## src/rtl/if_stage.sv

```systemverilog
// Instruction-fetch stage: owns the PC and the IF/ID register, applies stall/redirect
// from ID, and freezes fetch on HALT while counting the pipeline drain up to Finish.
module if_stage #(
  parameter int DRAIN_CYCLES = 4
) (
  input  logic        clk,
  input  logic        rst,
  input  logic [31:0] pc_init,
  input  logic [31:0] i_data,
  input  logic        stall,
  input  logic        redirect,
  input  logic [31:0] redirect_pc,
  output logic [31:0] i_addr,
  output logic [31:0] PC,
  output logic [31:0] IF_ins,
  output logic [31:0] ID_ins,
  output logic [31:0] ID_pc4,
  output logic        halted,
  output logic        Finish,
  output logic [1:0]  dbg_state
);

  localparam int CW = (DRAIN_CYCLES > 1) ? $clog2(DRAIN_CYCLES) : 1;
  localparam logic [CW-1:0] CNT_LAST = CW'(DRAIN_CYCLES - 1);

  typedef enum logic [1:0] {
    ST_RUN   = 2'd0,
    ST_DRAIN = 2'd1,
    ST_DONE  = 2'd2
  } state_e;

  state_e        state_q, state_d;
  logic [31:0]   pc_q, pc_d;
  logic [31:0]   ins_q, ins_d;
  logic [31:0]   pc4_q, pc4_d;
  logic [CW-1:0] cnt_q, cnt_d;
  logic [31:0]   pc_plus4;
  logic          is_halt;

  assign pc_plus4 = pc_q + 32'd4;
  assign is_halt  = (i_data[31:26] == 6'h3f);

  always_comb begin
    state_d = state_q;
    pc_d    = pc_q;
    ins_d   = ins_q;
    pc4_d   = pc4_q;
    cnt_d   = cnt_q;
    if (state_q != ST_RUN) begin
      // Draining: PC is frozen; each advance pushes a bubble into ID.
      if (!stall) begin
        ins_d = 32'd0;
        pc4_d = 32'd0;
        if (cnt_q == CNT_LAST) begin
          state_d = ST_DONE;
        end else begin
          cnt_d = cnt_q + CW'(1);
        end
      end
    end else if (stall) begin
      // Hold everything; a coincident redirect is re-asserted by ID later.
    end else if (redirect) begin
      pc_d  = redirect_pc;
      ins_d = 32'd0;
      pc4_d = 32'd0;
    end else begin
      ins_d = i_data;
      pc4_d = pc_plus4;
      if (is_halt) begin
        state_d = ST_DRAIN;
        cnt_d   = '0;
      end else begin
        pc_d = pc_plus4;
      end
    end
  end

  always_ff @(posedge clk) begin
    if (rst) begin
      state_q <= ST_RUN;
      pc_q    <= pc_init;
      ins_q   <= 32'd0;
      pc4_q   <= 32'd0;
      cnt_q   <= '0;
    end else begin
      state_q <= state_d;
      pc_q    <= pc_d;
      ins_q   <= ins_d;
      pc4_q   <= pc4_d;
      cnt_q   <= cnt_d;
    end
  end

  assign i_addr    = {pc_q[31:2], 2'b00};
  assign PC        = pc_q;
  assign IF_ins    = i_data;
  assign ID_ins    = ins_q;
  assign ID_pc4    = pc4_q;
  assign halted    = (state_q != ST_RUN);
  assign Finish    = (state_q == ST_DONE);
  assign dbg_state = state_q;

endmodule

```

## config.mk

```make
export PLATFORM = sky130hd
export DESIGN_NAME = if_stage
export DESIGN_NICKNAME = d
export VERILOG_FILES = /design/src/rtl/if_stage.sv
export SDC_FILE = /design/constraint.sdc
export NUM_CORES = 1
export LEC_CHECK = 0
export CAP_MARGIN = 40
export CORE_ASPECT_RATIO = 1.25
export CORE_MARGIN = 2
export CORE_UTILIZATION = 35
export CTS_CLUSTER_DIAMETER = 80
export DETAILED_ROUTE_END_ITERATION = 12
export GPL_TIMING_DRIVEN = 0
export PLACE_DENSITY = 0.76
export RECOVER_POWER = 100
export SYNTH_ARGS = -nofsm -noshare
export SYNTH_HDL_FRONTEND = slang
export SYNTH_SLANG_ARGS = --single-unit
```

## constraint.sdc

```tcl
create_clock -name clk -period 4.1 [get_ports clk]
set_input_delay 0.82 -clock clk [delete_from_list [all_inputs] [get_ports clk]]
set_output_delay 0.82 -clock clk [all_outputs]
set_load 0.01 [all_outputs]
```

==> run_1/floorplan.png <==
The bar under the picture is 20 um long. Pins as bars on the die edge. Tap cells in grey.
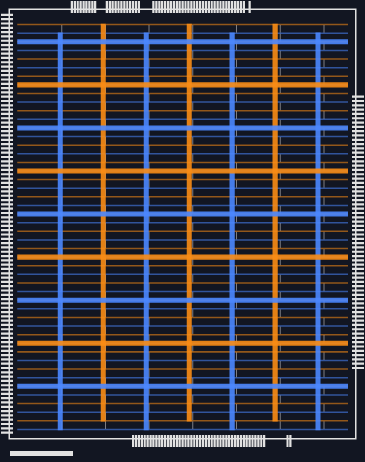
| colour | net |
|---|---|
| orange | VDD |
| blue | VSS |
tap cells: 171
met4 straps: 7
met1 rails: 48
signal pins: 264
met5 straps: 9
core area: 13300 um^2
Die Ht: 135 um

==> run_1/class_map.png <==
The bar under the picture is 20 um long.
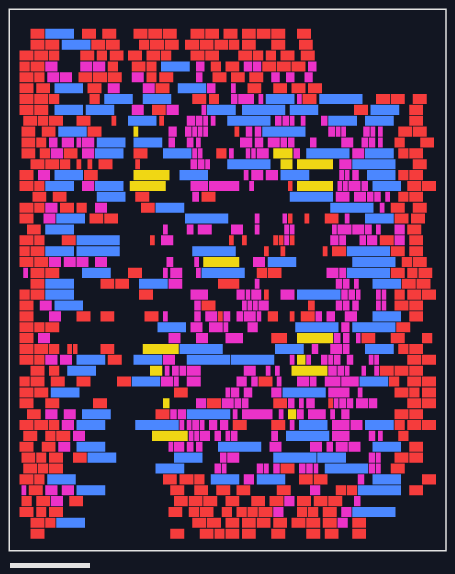
| colour | class | cells | share of their area |
|---|---|---|---|
| magenta | remaining logic cells | 310 | 25% |
| blue | sequential cells | 100 | 30% |
| yellow | clock drivers and dummy loads | 16 | 3.6% |
| red | remaining buffers and delay cells | 352 | 42% |

==> run_1/clock_wires.png <==
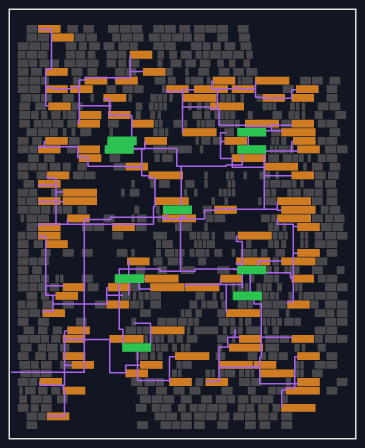
[orange] flip-flops | count: 100
[purple] clock wires | length: 1230 um
[green] clock-net drivers | count: 9
routed clock nets: 10
flops lie: all over the die

==> Changelog: implementation, run 1 <==
### Changed

* FF-to-FF setup slack at 1.61 ns
* TritonCTS clock tree: built
* Worst hold start: ID_pc4[30]
* Count of final setup violators at 0
* Pwr/cell area at 322 nW/um^2
* Max FO, Critical Path at 16
* Nets at 875
* Total clock buffers created by CTS at 9
* Critical path class: in2reg
* Yosys stat area at 4820 um^2
* Synthesized cell area at 4820 um^2
* Setup TNS at 0 ns
* Latency at later pin at 0.34 ns
* FF-to-FF End: PC[18]
* Flop area at 2320 um^2
* Maximum buffer depth of the clock tree at 2
* Synth unique cells at 44
* Final ANT Viol Nets at 0
* Placed cells at 933
* Synth area leader: dfxtp_1
* Mean post-synth cell area at 9.67 um^2
* Slew @ Worst Pin at 0.910 ns
* First-pass GRT wire length at 25600 um
* Hold bufs inserted after CTS at 0
* FP Core Util at 36.1%
* Port Buf Inserts at 260
* Final period util at 77.2%
* Buffering overhead at 40.4%
* Log Warnings at 26
* Flops & latches, synth at 100
* Clk_buf instances at 11
* Asr flop ratio synth at 0%
* Top cells excl fill/tap: dlygate4sd3_1 (161), clkdlybuf4s50_1 (99), dfxtp_1 (68)
* Slew Limit Fails at 0
* Crit path launch: redirect
* Bufs w/o clock at 352
* Initial antenna violation count at 0
* Worst hold path cell count at 2
* Critical path arrival at 3.20 ns
* Cells after Synth at 498
* Status: complete, no violations
* Rel. slew slack at 39.4%
* Gr usage total at 22.7%
* RSZ-0062 raised after global routing: no
* Post-synth top cells: dfxtp_1 (68), buf_4 (64), nand2_1 (63)
* Drt drc at 0
* Hold endpoint: ID_pc4[30]
* Vias in the first global route at 4844
* Flop share of the area at 29.2%
* Ports at 264
run 1: cell families (layout without fill, tap and decap cells):
| family | Yosys count | after routing | synth area share (%) |
|---|---|---|---|
| AOI/OAI and AO/OA | 132 | 132 | 18.6 |
| xor gates and xnor gates | 20 | 20 | 3.64 |
| adders and majority gates | 2 | 2 | 0.519 |
| buffers and inverters | 99 | 378 | 12.9 |
| DFF | 100 | 100 | 48.2 |
| muxes | 7 | 7 | 1.48 |
| other | 1 | 2 | 0.0778 |
| and+or+nand+nor | 137 | 137 | 14.5 |
run 1: state kept, by name, indices dropped and copies added (netlist names):
register and cells:
ID_ins 32, cnt_q 2, ID_pc4 32, dbg_state 2
PC 32
run 1: stage by stage:
stage / hold slack (ns) / setup slack, ns / utilization [%] / power [W]
floorplan: 0.436 / 0.160 / - / 0.00143
global placement: 0.435 / -1.99 / 57.2 / 0.00181
detailed placement: 0.435 / 0.679 / 57.5 / 0.00182
CTS: 0.445 / 1.04 / 59.6 / 0.00262
global route: 0.462 / 0.824 / 59.5 / 0.00266
finish: 0.438 / 0.935 / 59.5 / 0.00256
run 1: critical path, stage by stage:
cell	delay, ns
dlygate4sd3_1	0.58
clkbuf_1	0.52
nor3_1	0.23
o31ai_4	0.78
buf_8	0.27
run 1: routing by layer:
metal | vias up | part of all wire, % | track usage [%]
met2 | 253 | 50 | 39.4
met3 | 22 | 10 | 7.02
li1 | 2287 | - | -
met5 | - | 0 | 0
met4 | 0 | 2.0 | 6.41
met1 | 2282 | 38 | 26.9
run 1: report_power, final:
part	internal, W	total (W)	switching [W]
combinational	0.000343	0.000586	0.000243
sequential	0.00109	0.00117	0.0000758
clock	0.000431	0.000803	0.000373
total	0.00187	0.00256	0.000692
==> run_1/placed.png <==
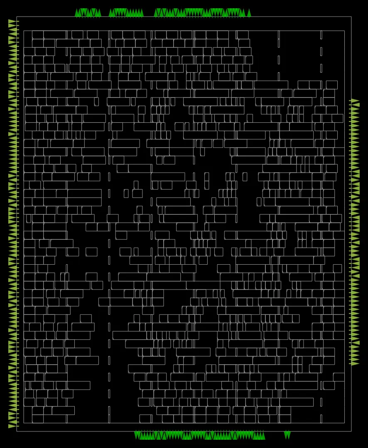

==> run 2, diff against run 1 <==
- clock period: 4.1 -> 2.6 ns (I/O delays scaled with it)
==> run_2/placed.png <==
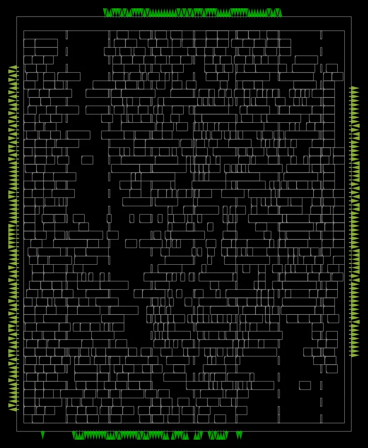
Finished Layout Cells: 950
final core utilization: 59.2%
Flops: 100
flop share of the area: 29.4%
Fillers: 1185

==> Changelog: implementation, run 2 <==
### Changed

* Vias in the first global route at 4917 (+1.5%)
* Worst hold path cell count at 2 (unchanged)
* Synth unique cells at 44 (unchanged)
* Total clock buffers created by CTS at 9 (unchanged)
* Net Sw Power at 0.00106 W (+53%)
* Sequential power at 0.00184 W (+57%)
* Asr flop ratio synth at 0% (unchanged)
* Hold bufs inserted after CTS at 0 (unchanged)
* Flops & latches, synth at 100 (unchanged)
* Yosys stat area at 4820 um^2 (unchanged)
* FF-to-FF End: PC[25]
* Sw Ratio at 26.7% (-0.31 points)
* Die Ht at 135 um (unchanged)
* FF-to-FF setup slack at 0.17 ns (-1.44 ns)
* Critical Path Stages at 5 (unchanged)
* Core area at 13300 um^2 (unchanged)
* Synthesized cell area at 4820 um^2 (unchanged)
* Slew Limit Fails at 0 (unchanged)
* Log Warnings at 26 (unchanged)
* Setup TNS at 0 ns (unchanged)
* Max stage delay on crit path at 0.50 ns (-0.28 ns)
* Pwr top: registers
* Mean post-synth cell area at 9.67 um^2 (unchanged)
* Final period util at 95.3%
* Power Combinational at 0.000923 W (+58%)
* CP max stage cell: clkdlybuf4s50_1
* Max FO, Critical Path at 10 (-6)
* Cell-by-cell trace of the critical path: clkdlybuf4s50_1, clkbuf_1, nor3_1, o31ai_4, clkbuf_2
* Complex Gates by Area at 18.6% (unchanged)
* Count of final setup violators at 0 (unchanged)
* Cell family with most CP delay: buffers and inverters
* Maximum buffer depth of the clock tree at 2 (unchanged)
* Drt drc at 0 (unchanged)
* Rel. slew slack at 53.8% (+14 points)
* Logic gate share of total power at 23.2% (+0.3 points)
* Status: complete, no violations
* TritonCTS clock tree: built
* Final hold slack at 0.445 ns (+0.00731 ns)
* Post-synth top cells: dfxtp_1 (68), buf_4 (64), nand2_1 (63)
* Top cells excl fill/tap: dlygate4sd3_1 (164), clkdlybuf4s50_1 (96), dfxtp_1 (68)
* Int Pwr at 0.00291 W (+56%)
run 2: per-stage QoR:
| step | instances | total power (W) | worst slack, ns | instance area [um^2] |
|---|---|---|---|---|
| floorplan | 499 | 0.00226 | 0.439 | 4830 |
| global placement | 930 | 0.00285 | -0.764 | 7650 |
| detailed placement | 934 | 0.00288 | -0.108 | 7710 |
| CTS | 950 | 0.00409 | 0.180 | 7970 |
| global route | 950 | 0.00416 | 0.0171 | 7910 |
| finish | 950 | 0.00397 | 0.123 | 7910 |
run 2: worst reg2reg max path: stages, from the launching register on:
cell,delay [ns]
edfxtp_1,0.49
nand4_1,0.22
or4_1,0.67
buf_6,0.20
nor4_1,0.31
xnor2_1,0.21
o21ai_1,0.08
run 2: per-layer routing:
| layer | vias to the layer above | GRT usage (%) | routed length [um] |
|---|---|---|---|
| met3 | 23 | 7.02 | 1580 |
| met2 | 229 | 39.5 | 8780 |
| li1 | 2281 | - | - |
| met4 | 0 | 9.26 | 359 |
| met5 | - | 0 | 0 |
| met1 | 2211 | 23.6 | 5970 |
run 2: worst max-delay path by stage:
stage                       to  startpoint  slack, ns
finish                   PC[4]    redirect       0.12
global route        ID_ins[29]       stall       0.02
CTS                     PC[28]      PC[18]       0.18
detailed placement  ID_ins[26]    redirect      -0.11
global placement        PC[15]    redirect      -0.76
floorplan               PC[10]    redirect       0.44
run 2: layout make-up:
| class | instances | area [um^2] | area share [%] |
|---|---|---|---|
| clock buffer | 11 | 233 | 2.94 |
| sequential | 100 | 2320 | 29.4 |
| clock inverter | 5 | 28.8 | 0.364 |
| timing repair buffer | 264 | 2650 | 33.5 |
| buffer | 89 | 582 | 7.36 |
| tap | 171 | 214 | 2.71 |
| inverter | 10 | 37.5 | 0.475 |
| multi-input combinational | 300 | 1850 | 23.3 |
Power figures rest on the tool's default switching activity, not on a simulated workload.
